run_1/metal_density.png
(3 px per um) The die is cut into 27 by 27 equal tiles; dark purple is low, yellow is high, scaled to the fullest tile. Values are wire area over tile area, all layers added.
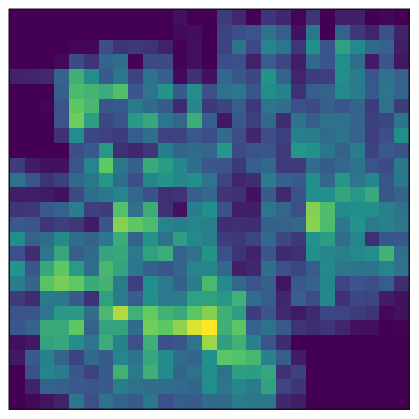
run_1/sizes.png
(2 px per um)
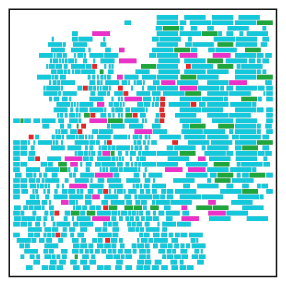
run_1/placement_by_type.png
(4 px per um)
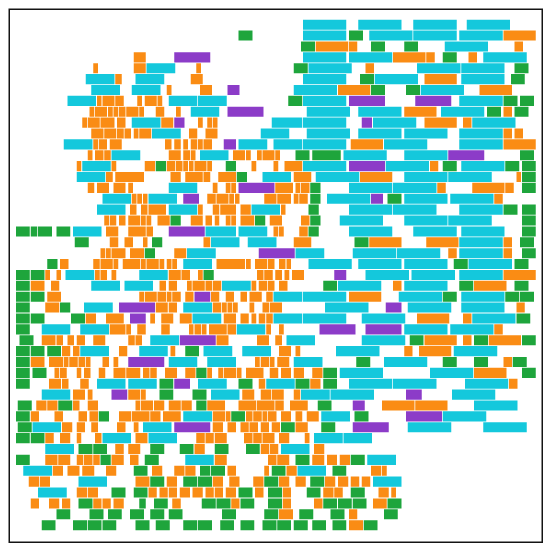
run_1/clocks.png
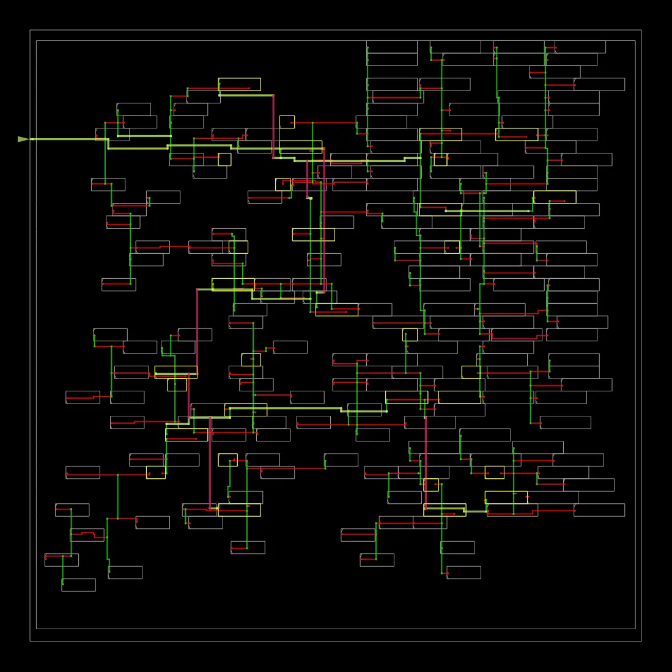
Design pixel_scanout_ctrl, sky130hd; sources not shown.
==> out/metrics.yaml, run 1 <==
grt_overflow_total: 0
top_cell_area_share_pct: 35.8
largest_reg_flops: 96
ys_cells: 677
synthTopLogicFamily: "simple AND/OR/NAND/NOR gates"
buf_share_pct: 16.3
ys_area_um2: 8050
period_used_pct: 95.3
setup_viol: 0
cpMaxStageDelayCell: "clkdlybuf4s50_1"
wl_met1_um: 7690
hpwlAfterDp_um: 12400
via_per_inst: 5.48
fin_tns_setup_ns: 0
p_leak_nw: 3.41
timing_worst_setup_path_type: "flip-flop to output port"
grt_use_met1_pct: 26.2
cp.depth: 4
critPathMaxStageDelay_ns: 0.59
lay_top_count: "clkdlybuf4s50_1"
switching_share_pct: 28.0
rsz0062_at_grt: "false"
nMultiInputCombCells: 441
compound_area_share_pct: 7.15
totalWireLength_um: 18100
drv_cap: 0
grt_pass1_vias: 5826
critPathCaptureType: "output port"
regArea_um2: 4510
fp_util_pct: 48.4
io_pins: 163
power_mw: 6.99
dominant_cells: "flip-flops and latches"
syn_area_um2: 8050
p_int_mw: 5.03
crit_family: "simple AND/OR/NAND/NOR gates"
drc_errors: 0
outcome: "finished, final reports clean"
fin_crit_ns: 2.67
drive_gt1_share_pct: 11.0
powerClk_mw: 2.27
fmax_mhz: 375
synth.avg_cell_area_um2: 11.9
combPwrFrac_pct: 23.5
place_congestion: 0.864
synthTopCellsByCount: "96 x edfxtp_1, 81 x dfxtp_1, 54 x nor2_1"
synth_cell_types: 50
top_cell: "edfxtp_1"
critPathLaunchType: "flip-flop"
clockRootBuffer: "clkbuf_16"
comb_area_um2: 3320
antenna_cells: 0
wl_met3_um: 810
clkbuf_count: 17
ir_drop_mv: 0.469
cp.required_ns: 2.52
worstPathBufferInverterCount: 1
seqPwrFrac_pct: 44.1
cts_tree: "built"
inverters: 21
hold_buffers: 0
synth-edff-count: 96
place_inst: 1034
synth_seq_share_pct: 56.0
clkPwrFrac_pct: 32.4
antenna_found_initial: 0
hold_path_depth: 3
sh_comb_area_pct: 31.8
lay_top_cells: "152 x clkdlybuf4s50_1, 96 x edfxtp_1, 79 x dfxtp_1"
power-top-group: "sequential cells"
slew_viol_final: 0
-- metal_density.png (at the start) --
densest ninth of the die: bottom middle
emptiest ninth of the die: bottom right
tiles over half the peak: 15%
mean over tiles: 0.16
nearly empty tiles: 14%
fullest tile: 0.55
Via Count: 5836
DR WL/cell: 17.0 um

-- sizes.png (at the start) --
| color | size | cells |
|---|---|---|
| green | _2 cells | 41 |
| cyan | _0 and _1 cells | 752 |
| red | _3 and _4 cells | 24 |
| magenta | _6 and larger | 28 |
Area Growth Syn to Fin: 29.7%
final worst slack: 0.132 ns
Repair and plain buffers: 175
Finished Cell Area: 10400 um2

-- placement_by_type.png (at the start) --
| color | class | cells | share of their area |
|---|---|---|---|
| green | other buffers and delay cells | 175 | 17% |
| purple | clock drivers and dummy loads | 31 | 5.5% |
| cyan | flops | 177 | 44% |
| orange | combinational and other logic | 462 | 33% |
core area: 16600 um2
Seq area share: 43.2%
post-layout util: 62.7%

-- clocks.png (at the start) --
Final Skew: 0.0122 ns
Seq cells: 177

==> run 2, diff against run 1 <==
CELL_PAD_IN_SITES_DETAIL_PLACEMENT = 1   (was unset)
CELL_PAD_IN_SITES_GLOBAL_PLACEMENT = 2   (was unset)
CORE_ASPECT_RATIO = 0.5   (was unset)
CORE_UTILIZATION = 34   (was 47)
PLACE_DENSITY = unset   (was 0.77)
PLACE_DENSITY_LB_ADDON = 0.1   (was unset)
clock period = 2.59 ns   (was 2.8 ns; I/O delays follow)
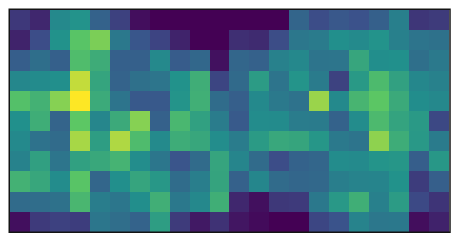
run_2/metal_density.png
(2 px per um) The die is cut into 22 by 11 equal tiles; dark purple is low, yellow is high, scaled to the fullest tile. Values are wire area over tile area, all layers added.
tiles over half the peak: 30%
fullest tile: 0.31
emptiest ninth of the die: top middle
densest ninth of the die: left middle
mean over tiles: 0.12
final WL: 19500 um
GR Util All Layers: 17.2%
Via Count: 5745
DR WL/cell: 16.9 um

==> run 2 against run 1 <==
  * Combinational power rose by about 10%
  * Final cell count increased by 8.5%
  * Die size up 38%
  * Via count shrank 1.6%
  * Highest routed layer unchanged
  * The run now ends with DRC left
  * Clock power increased by 21%
  * Sequential share of layout area decreased by 1.1 points
==> out/metrics.yaml, run 2 <==
regArea_um2: 4510
syn_area_um2: 8050
synth_seq_share_pct: 56.0
power_mw: 7.87
crit_family: "simple AND/OR/NAND/NOR gates"
critPathCaptureType: "flip-flop"
place_inst: 1124
comb_area_um2: 3340
antenna_found_initial: 0
seqPwrFrac_pct: 42.2
slew_viol_final: 0
buf_share_pct: 16.6
sh_seq_area_pct: 42.1
cts_tree: "built"
fp_util_pct: 35.0
io_pins: 163
power-top-group: "sequential cells"
nMultiInputCombCells: 441
hpwlAfterDp_um: 13300
period_used_pct: 96.5
antenna_cells: 0
synth.avg_cell_area_um2: 11.9
clkPwrFrac_pct: 34.8
flops: 177
clockRootBuffer: "clkbuf_16"
p_leak_nw: 3.49
outcome: "complete, but fails checks"
critPathLaunchType: "flip-flop"
dominant_cells: "flip-flops and latches"
grt_overflow_total: 0
hold_path_depth: 2
top_cell: "edfxtp_1"
setup_viol: 0
sh_comb_area_pct: 31.1
utilization_pct: 46.5
p_int_mw: 5.74
fin_tns_setup_ns: 0
lay_top_cells: "151 x clkdlybuf4s50_1, 96 x edfxtp_1, 79 x dfxtp_1"
grt_use_met1_pct: 21.3
synth_cell_types: 50
violations: "DRC"
rsz0062_at_grt: "true"
drv_cap: 0
area.growth.synth_to_final_pct: 33.0
ys_area_um2: 8050
lay_top_count: "clkdlybuf4s50_1"
ys_cells: 677
synthTopCellsByCount: "96 x edfxtp_1, 81 x dfxtp_1, 54 x nor2_1"
synth-edff-count: 96
largest_reg_flops: 96
fmax_mhz: 400
fin_skew_ns: 0.00888
wl_met3_um: 929
drc_errors: 14
cp.depth: 10
combPwrFrac_pct: 23.0
top_cell_area_share_pct: 35.8
place_congestion: 0.742
fin_crit_ns: 2.50
clkbuf_count: 18
timing.final.ws_setup_ns: 0.0894
powerClk_mw: 2.74
inverters: 21
ir_drop_mv: 0.467
cp.required_ns: 2.95
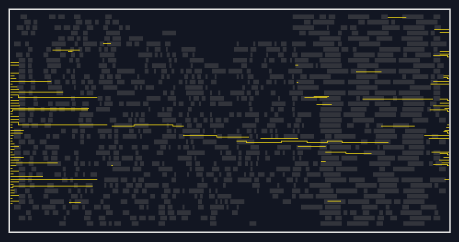
run_2/layer_met3.png
(2 px per um) Cells faint in the background.
longest straight run: 44.4 um
share of all routed wire: 4.8%
main direction: horizontal
nets with wire on the layer: 90
wire length on this layer: 930 um
M3 GR Usage: 3.79%

Power is estimated from default activity; no workload was simulated.
